Figure 1. Placement by cell class.
Scale bar: 20 um.
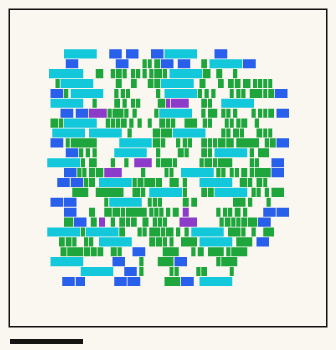
Figure 2. Cell sizes after repair.
Scale bar: 20 um.
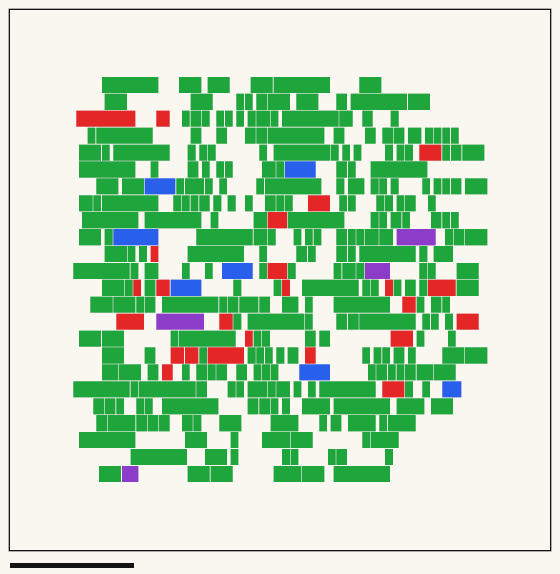
Figure 3. Logic cells by family.
Scale bar: 20 um.
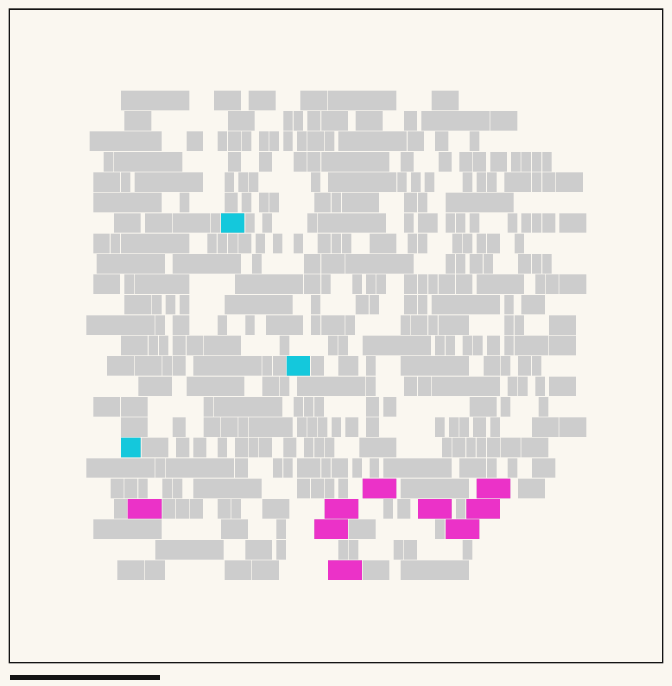
Figure 4. Sequential cells coloured by netlist name.
Scale bar: 20 um.
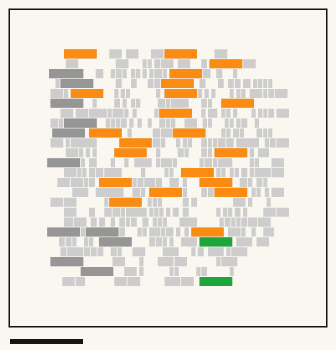
--- config.mk ---
export PLATFORM = sky130hd
export DESIGN_NAME = can_crc_engine_flat
export DESIGN_NICKNAME = d
export VERILOG_FILES = /design/src/rtl/can_crc_engine_if.sv /design/src/rtl/can_crc_engine.sv /design/src/flat_wrapper.sv
export SDC_FILE = /design/constraint.sdc
export NUM_CORES = 1
export LEC_CHECK = 0
export ABC_AREA = 1
export CAP_MARGIN = 20
export CORE_MARGIN = 10
export CORE_UTILIZATION = 50
export DETAILED_ROUTE_END_ITERATION = 7
export PLACE_DENSITY_LB_ADDON = 0.12
export SLEW_MARGIN = 10
export SYNTH_ARGS = -nofsm -noshare
export SYNTH_HDL_FRONTEND = slang
export SYNTH_SLANG_ARGS = --single-unit
export TNS_END_PERCENT = 1
--- constraint.sdc ---
create_clock -name clk -period 4.8 [get_ports clk]
set_input_delay 0.96 -clock clk [delete_from_list [all_inputs] [get_ports clk]]
set_output_delay 0.96 -clock clk [all_outputs]
set_load 0.01 [all_outputs]
--- src/rtl/can_crc_engine_if.sv ---
`default_nettype none
// ============================================================================
// Module   : can_crc_engine_if
// Purpose  : Bundles the bit-level strobes, frame-control inputs and
//            check-result outputs of the CAN/CAN FD receive CRC checker.
// Ports    : master - the frame/bit-timing side; drives the strobes and
//                     frame control, observes the results.
//            slave  - the CRC checker itself.
// Revision : 1.0 - initial release
// ============================================================================
interface can_crc_engine_if;
  // Inputs to the checker
  logic        bit_valid;
  logic        tx_strobe;
  logic        rx_bit;
  logic        stuff_bit;
  logic        fixed_stuff;
  logic        sof;
  logic        end_crc;
  logic [1:0]  mode;
  logic        abort;
  logic        listen_only;
  // Outputs from the checker
  logic        ack_n;
  logic        crc_error;
  logic        delim_error;
  logic        crc_ok;
  logic [20:0] crc_value;
  logic        busy;

  modport master (
    output bit_valid, tx_strobe, rx_bit, stuff_bit, fixed_stuff, sof,
           end_crc, mode, abort, listen_only,
    input  ack_n, crc_error, delim_error, crc_ok, crc_value, busy
  );

  modport slave (
    input  bit_valid, tx_strobe, rx_bit, stuff_bit, fixed_stuff, sof,
           end_crc, mode, abort, listen_only,
    output ack_n, crc_error, delim_error, crc_ok, crc_value, busy
  );
endinterface
`default_nettype wire

--- src/rtl/can_crc_engine.sv ---
`default_nettype none
// ============================================================================
// Module   : can_crc_engine
// Purpose  : Receive-side CRC checker for CAN (CRC-15) and CAN FD (CRC-17,
//            CRC-21). Shifts destuffed bits on bit_valid, checks the
//            register for zero at the end of the CRC field, drives the ACK
//            slot and reports CRC / delimiter errors.
// Ports    : clk        - system clock (strobes act as clock enables)
//            nRST       - asynchronous active-low reset
//            bus.slave  - strobes, frame control and result outputs
// Params   : ERR_DELAY  - bit_valid strobes between ACK slot end and the
//                         crc_error pulse (0..3)
//            ACK_EN     - 0 builds a listen-only node (ack_n held at 1)
// Revision : 1.0 - initial release
// ============================================================================
module can_crc_engine #(
  parameter int ERR_DELAY = 2,
  parameter bit ACK_EN    = 1'b1
) (
  input  wire logic         clk,
  input  wire logic         nRST,
  can_crc_engine_if.slave   bus
);

  typedef enum logic [1:0] {
    ST_IDLE  = 2'd0,
    ST_RUN   = 2'd1,
    ST_DELIM = 2'd2,
    ST_ACK   = 2'd3
  } state_t;

  // Internal mode encoding (mode 2'b11 is folded onto CRC-15 at SOF)
  localparam logic [1:0]  M_CRC15 = 2'd0;
  localparam logic [1:0]  M_CRC17 = 2'd1;
  localparam logic [1:0]  M_CRC21 = 2'd2;

  localparam logic [20:0] POLY15  = 21'h004599;
  localparam logic [20:0] POLY17  = 21'h01685B;
  localparam logic [20:0] POLY21  = 21'h102899;
  localparam logic [20:0] INIT15  = 21'h000000;
  localparam logic [20:0] INIT17  = 21'h010000;
  localparam logic [20:0] INIT21  = 21'h100000;

  // One serial CRC step; bits above the active width always come out 0.
  function automatic logic [20:0] crc_step(input logic [20:0] crc,
                                           input logic        din,
                                           input logic [1:0]  m);
    logic        inv;
    logic [20:0] nxt;
    inv = 1'b0;
    nxt = {crc[19:0], 1'b0};
    case (m)
      M_CRC17: begin
        inv = din ^ crc[16];
        nxt = nxt & 21'h01FFFF;
        if (inv) nxt = nxt ^ POLY17;
      end
      M_CRC21: begin
        inv = din ^ crc[20];
        if (inv) nxt = nxt ^ POLY21;
      end
      default: begin
        inv = din ^ crc[14];
        nxt = nxt & 21'h007FFF;
        if (inv) nxt = nxt ^ POLY15;
      end
    endcase
    return nxt;
  endfunction

  state_t      state_q, state_d;
  logic [1:0]  mode_q, mode_d;
  logic [20:0] crc_q, crc_d;
  logic        match_q, match_d;
  logic        crc_ok_q, crc_ok_d;
  logic        ack_n_q, ack_n_d;
  logic        crc_err_q, crc_err_d;
  logic        delim_err_q, delim_err_d;
  logic        busy_q, busy_d;
  // Pending crc_error: flag plus remaining bit_valid count
  logic        pend_q, pend_d;
  logic [1:0]  cnt_q, cnt_d;

  logic        w_shift_en;
  logic [1:0]  w_sof_mode;
  logic [20:0] w_sof_init;
  logic [20:0] w_step;

  always_comb begin
    state_d     = state_q;
    mode_d      = mode_q;
    crc_d       = crc_q;
    match_d     = match_q;
    crc_ok_d    = crc_ok_q;
    crc_err_d   = 1'b0;
    delim_err_d = 1'b0;
    pend_d      = pend_q;
    cnt_d       = cnt_q;
    w_sof_mode  = M_CRC15;
    w_sof_init  = INIT15;

    // Classic frames exclude every stuff bit; FD frames only the fixed ones.
    if (mode_q == M_CRC15) begin
      w_shift_en = bus.bit_valid && !bus.stuff_bit;
    end else begin
      w_shift_en = bus.bit_valid && !(bus.stuff_bit && bus.fixed_stuff);
    end
    w_step = crc_step(crc_q, bus.rx_bit, mode_q);

    // Error delay runs independently of the frame state so a following
    // SOF does not disturb it.
    if (pend_q && bus.bit_valid) begin
      if (cnt_q == 2'd1) begin
        crc_err_d = 1'b1;
        pend_d    = 1'b0;
        cnt_d     = 2'd0;
      end else begin
        cnt_d = cnt_q - 2'd1;
      end
    end

    case (state_q)
      ST_IDLE: begin
        if (bus.sof) begin
          case (bus.mode)
            2'b01:   begin w_sof_mode = M_CRC17; w_sof_init = INIT17; end
            2'b10:   begin w_sof_mode = M_CRC21; w_sof_init = INIT21; end
            default: begin w_sof_mode = M_CRC15; w_sof_init = INIT15; end
          endcase
          mode_d  = w_sof_mode;
          state_d = ST_RUN;
          crc_d   = bus.bit_valid ? crc_step(w_sof_init, bus.rx_bit, w_sof_mode)
                                  : w_sof_init;
        end
      end
      ST_RUN: begin
        if (w_shift_en) begin
          crc_d = w_step;
          if (bus.end_crc) begin
            state_d = ST_DELIM;
            match_d = (w_step == 21'd0);
          end
        end
      end
      ST_DELIM: begin
        // Delimiter sample first; a coincident tx_strobe still advances.
        if (bus.bit_valid && !bus.rx_bit) delim_err_d = 1'b1;
        if (bus.tx_strobe) state_d = ST_ACK;
      end
      ST_ACK: begin
        if (bus.tx_strobe) begin
          state_d  = ST_IDLE;
          crc_ok_d = match_q;
          if (!match_q) begin
            if (ERR_DELAY == 0) begin
              crc_err_d = 1'b1;
            end else begin
              pend_d = 1'b1;
              cnt_d  = 2'(ERR_DELAY);
            end
          end
        end
      end
      default: state_d = ST_IDLE;
    endcase

    if (bus.abort) begin
      state_d     = ST_IDLE;
      crc_d       = 21'd0;
      pend_d      = 1'b0;
      cnt_d       = 2'd0;
      crc_err_d   = 1'b0;
      delim_err_d = 1'b0;
    end

    ack_n_d = !((state_d == ST_ACK) && match_d && ACK_EN && !bus.listen_only);
    busy_d  = (state_d != ST_IDLE);
  end

  always_ff @(posedge clk or negedge nRST) begin
    if (!nRST) begin
      state_q     <= ST_IDLE;
      mode_q      <= M_CRC15;
      crc_q       <= 21'd0;
      match_q     <= 1'b0;
      crc_ok_q    <= 1'b0;
      ack_n_q     <= 1'b1;
      crc_err_q   <= 1'b0;
      delim_err_q <= 1'b0;
      busy_q      <= 1'b0;
      pend_q      <= 1'b0;
      cnt_q       <= 2'd0;
    end else begin
      state_q     <= state_d;
      mode_q      <= mode_d;
      crc_q       <= crc_d;
      match_q     <= match_d;
      crc_ok_q    <= crc_ok_d;
      ack_n_q     <= ack_n_d;
      crc_err_q   <= crc_err_d;
      delim_err_q <= delim_err_d;
      busy_q      <= busy_d;
      pend_q      <= pend_d;
      cnt_q       <= cnt_d;
    end
  end

  assign bus.ack_n       = ack_n_q;
  assign bus.crc_error   = crc_err_q;
  assign bus.delim_error = delim_err_q;
  assign bus.crc_ok      = crc_ok_q;
  assign bus.crc_value   = crc_q;
  assign bus.busy        = busy_q;

endmodule
`default_nettype wire

--- src/flat_wrapper.sv ---
// flat-port wrapper written by rule: the top's interface ports become plain ports
module can_crc_engine_flat 
#(
  parameter int ERR_DELAY = 2,
  parameter bit ACK_EN    = 1'b1
)
  (clk, nRST, bus_bit_valid, bus_tx_strobe, bus_rx_bit, bus_stuff_bit, bus_fixed_stuff, bus_sof, bus_end_crc, bus_mode, bus_abort, bus_listen_only, bus_ack_n, bus_crc_error, bus_delim_error, bus_crc_ok, bus_crc_value, bus_busy);
  can_crc_engine_if bus_i ();
  input  wire logic clk;
  input  wire logic nRST;
  input wire logic [$bits(bus_i.bit_valid)-1:0] bus_bit_valid;
  input wire logic [$bits(bus_i.tx_strobe)-1:0] bus_tx_strobe;
  input wire logic [$bits(bus_i.rx_bit)-1:0] bus_rx_bit;
  input wire logic [$bits(bus_i.stuff_bit)-1:0] bus_stuff_bit;
  input wire logic [$bits(bus_i.fixed_stuff)-1:0] bus_fixed_stuff;
  input wire logic [$bits(bus_i.sof)-1:0] bus_sof;
  input wire logic [$bits(bus_i.end_crc)-1:0] bus_end_crc;
  input wire logic [$bits(bus_i.mode)-1:0] bus_mode;
  input wire logic [$bits(bus_i.abort)-1:0] bus_abort;
  input wire logic [$bits(bus_i.listen_only)-1:0] bus_listen_only;
  output wire logic [$bits(bus_i.ack_n)-1:0] bus_ack_n;
  output wire logic [$bits(bus_i.crc_error)-1:0] bus_crc_error;
  output wire logic [$bits(bus_i.delim_error)-1:0] bus_delim_error;
  output wire logic [$bits(bus_i.crc_ok)-1:0] bus_crc_ok;
  output wire logic [$bits(bus_i.crc_value)-1:0] bus_crc_value;
  output wire logic [$bits(bus_i.busy)-1:0] bus_busy;
  assign bus_i.bit_valid = bus_bit_valid;
  assign bus_i.tx_strobe = bus_tx_strobe;
  assign bus_i.rx_bit = bus_rx_bit;
  assign bus_i.stuff_bit = bus_stuff_bit;
  assign bus_i.fixed_stuff = bus_fixed_stuff;
  assign bus_i.sof = bus_sof;
  assign bus_i.end_crc = bus_end_crc;
  assign bus_i.mode = bus_mode;
  assign bus_i.abort = bus_abort;
  assign bus_i.listen_only = bus_listen_only;
  assign bus_ack_n = bus_i.ack_n;
  assign bus_crc_error = bus_i.crc_error;
  assign bus_delim_error = bus_i.delim_error;
  assign bus_crc_ok = bus_i.crc_ok;
  assign bus_crc_value = bus_i.crc_value;
  assign bus_busy = bus_i.busy;
  can_crc_engine #(.ERR_DELAY(ERR_DELAY), .ACK_EN(ACK_EN)) u_core (.clk(clk), .nRST(nRST), .bus(bus_i));
endmodule
==> impl_metrics.yaml <==
# flow metrics
status:
  outcome: "completed"
min_path:
  hold_path_end: "u_core.bus.crc_ok"
  hp-start: "u_core.bus.crc_ok"
  min_path_type: "reg -> reg"
synth:
  ys_top_cells_by_count: "85 x nand2_1, 40 x inv_1, 33 x dfrtp_1, 26 x nand3_1, 24 x nor2_1"
  ys_cells: 301
  ys_sh_simple_pct: 34.8
  aoi_share_pct: 11.6
  largest_area_cell: "dfrtp_1"
  ys_sh_mux_pct: 0
  yosysWarnings: 0
  ys_seq_share_pct: 38.1
  top_area_share_pct: 37.0
  ys.flops: 34
  synth_cells: 301
  floorplan.nets: 323
  synth-edff-count: 0
  synthAdderAreaFrac_pct: 5.04
global_route:
  grt_pass1_wl_um: 10300
  grt_use_met3_pct: 4.40
  grt_usage_pct: 16.8
  grt_overflow_total: 0
cells_and_area:
  finalNetCount: 362
  comb_area_um2: 1160
  drive_gt1_share_pct: 10.3
  synthToLayoutAreaGrowth_pct: 21.9
  n_antenna_cell: 0
final_timing:
  fin_crit_sh_pct: 55.4
  maxSlewViolCount: 0
  finClkSkew_ns: 0.0125
  setup_tns_ns: 0
  fin_crit_ns: 2.66
  timing.slew.headroom_pct: 63.9
  worstMarginPinSlew_ns: 0.539
  setup_viol: 0
floorplanning:
  die_x_um: 86.9
  io_pins: 39
  chipArea_um2: 7540
  fp_util_pct: 51.3
power:
  swShare_pct: 36.8
  vdd.ir_drop.worst_mv: 0.201
  p_per_area_nw_per_um2: 300
  p_int_uw: 517
  clockPowerShare_pct: 25.2
  combPwrFrac_pct: 34.2
critical_path:
  cp.required_ns: 5.00
  crit_arrival_ns: 2.86
  r2r-start: "u_core.mode_q[1]"
  r2r_slack_ns: 2.66
  endpoint_kind: "flop"
  r2r_end: "u_core.bus.ack_n"
  start_kind: "input port"
  worstPathCellList: "clkdlybuf4s50_1, inv_1, a21oi_1, nand2_1, nand2_2, nand2_2, nor2_1, nand2_1, o21ai_0"
  reg2regPathDepth: 11
  crit_family: "simple AND/OR/NAND/NOR gates"
  slowest_stage: "clkdlybuf4s50_1"
  cpPeakStageDelay_ns: 0.65
routing:
  drc: 0
  num_vias: 2146
  antenna_left: 0
  drt-total-wl_um: 6050
clocking:
  h-tree-depth: 2
  post_cts.repair.setup_buffers: 0
  clk_pin_slew_ns: 0.06
  cts-root-buf: "clkbuf_8"
  numCtsBuffers: 5
  cts_tree: "done"
placement:
  place_congestion: 0.925
  io_buffers: 38
-- Figure 1 (at the start) --
legend:
  clock drivers and dummy loads:
    colour: purple
    cells: 8
  flip-flops:
    colour: cyan
    cells: 34
  all other logic:
    colour: green
    cells: 260
  other buffers and delay cells:
    colour: blue
    cells: 39
# rows: 24
Util after Layout: 62.6%

-- Figure 2 (at the start) --
legend:
  drive 3 to 4:
    colour: purple
    cells: 4
    share: 1.2%
  drive 1 or less:
    colour: green
    cells: 306
    share: 90%
  drive 6 and up:
    colour: blue
    cells: 7
    share: 2.1%
  drive 2:
    colour: red
    cells: 24
    share: 7.0%

-- Figure 3 (at the start) --
legend:
  AND-OR and OR-AND gates:
    colour: cyan
    cells: 3
  adder and majority cells:
    colour: magenta
    cells: 9
    most_used: ha_1
    where: bottom centre
Non-Filler Instances: 393
Comb area share: 42.5%

-- Figure 4 (at the start) --
legend:
  u_core.bus.crc_value:
    colour: orange
    sequential_cells: 21
  u_core.mode_q:
    colour: green
    sequential_cells: 2
P_seq: 332 uW
Flop area: 852 um2

flip-flops by register name (all words and copies together), names as in the netlist:
name,cells
u_core.bus.ack_n,1
u_core.bus.busy,1
u_core.bus.crc_error,1
u_core.bus.crc_ok,1
u_core.bus.crc_value,21
u_core.bus.delim_error,1
u_core.cnt_q,2
u_core.match_q,1
u_core.mode_q,2
u_core.pend_q,1
u_core.state_q,2
routing by layer:
metal	wire (um)	share of wire, %	vias to the layer above
li1	-	-	1047
met1	2700	45	1018
met2	2800	46	71
met3	458	7.6	10
met4	87	1.4	0
met5	0	0	-
power groups by stage:
stage / Combinational (mW) / Clock, mW / Sequential [mW]
4_1_cts: 0.279 / 0.206 / 0.331
6_report: 0.279 / 0.206 / 0.332
2_1_floorplan: 0.172 / 0 / 0.340
3_5_place_dp: 0.277 / 0 / 0.336
5_1_grt: 0.313 / 0.219 / 0.334
3_3_place_gp: 0.275 / 0 / 0.336
kinds of logic after synthesis:
family | Yosys count
DFF | 34
buffers and inverters | 53
and+or+nand+nor | 162
AOI/OAI and AO/OA | 42
adders and majority gates | 9
xor gates and xnor gates | 1
stage by stage:
step	hold slack [ns]	util [%]	worst slack, ns	cell area (um2)
final	0.515	62.6	2.14	2720
after global placement	0.474	60.7	1.95	2640
after CTS	0.526	62.6	2.15	2720
after detailed placement	0.508	60.7	1.85	2640
after global routing	0.540	62.6	1.94	2720
after floorplan	0.474	-	2.79	2230
cell type report:
class,count,area share (%)
Timing Repair Buffer,39,14.2
Inverter,46,6.52
Clock buffer,6,2.66
Tap cell,52,2.39
Clock inverter,2,0.367
Multi-Input combinational cell,214,42.5
Sequential cell,34,31.3
how the worst max path moves through the flow:
| stage | start | to | slack (ns) | cells past startpoint |
|---|---|---|---|---|
| 4_1_cts | bus_bit_valid | u_core.bus.crc_value[6] | 2.15 | 9 |
| 2_1_floorplan | bus_mode[1] | u_core.bus.crc_value[3] | 2.79 | 9 |
| 3_5_place_dp | bus_bit_valid | u_core.bus.crc_value[3] | 1.85 | 9 |
| 3_3_place_gp | bus_bit_valid | u_core.bus.crc_value[3] | 1.95 | 9 |
| 6_report | bus_bit_valid | u_core.bus.crc_value[6] | 2.14 | 9 |
| 5_1_grt | bus_bit_valid | u_core.bus.crc_value[6] | 1.94 | 9 |
cells in the final DEF, fill, tap and decap left out, types with 2 or more instances in the layout:
master	Yosys	layout
nand2_1	85	85
inv_1	40	40
clkdlybuf4s50_1	0	38
dfrtp_1	33	33
nand3_1	26	26
nor2_1	24	24
o21ai_0	17	17
ha_1	9	9
a21oi_1	7	7
o22ai_1	6	6
inv_2	5	5
nand4_1	5	5
clkbuf_8	0	5
nand3_2	4	4
nand2_2	4	4
nor3_1	3	3
o21ai_1	3	3
nand3b_1	2	2
nor2_2	2	2
clkinv_2	0	2
Power figures rest on the tool's default switching activity, not on a simulated workload.
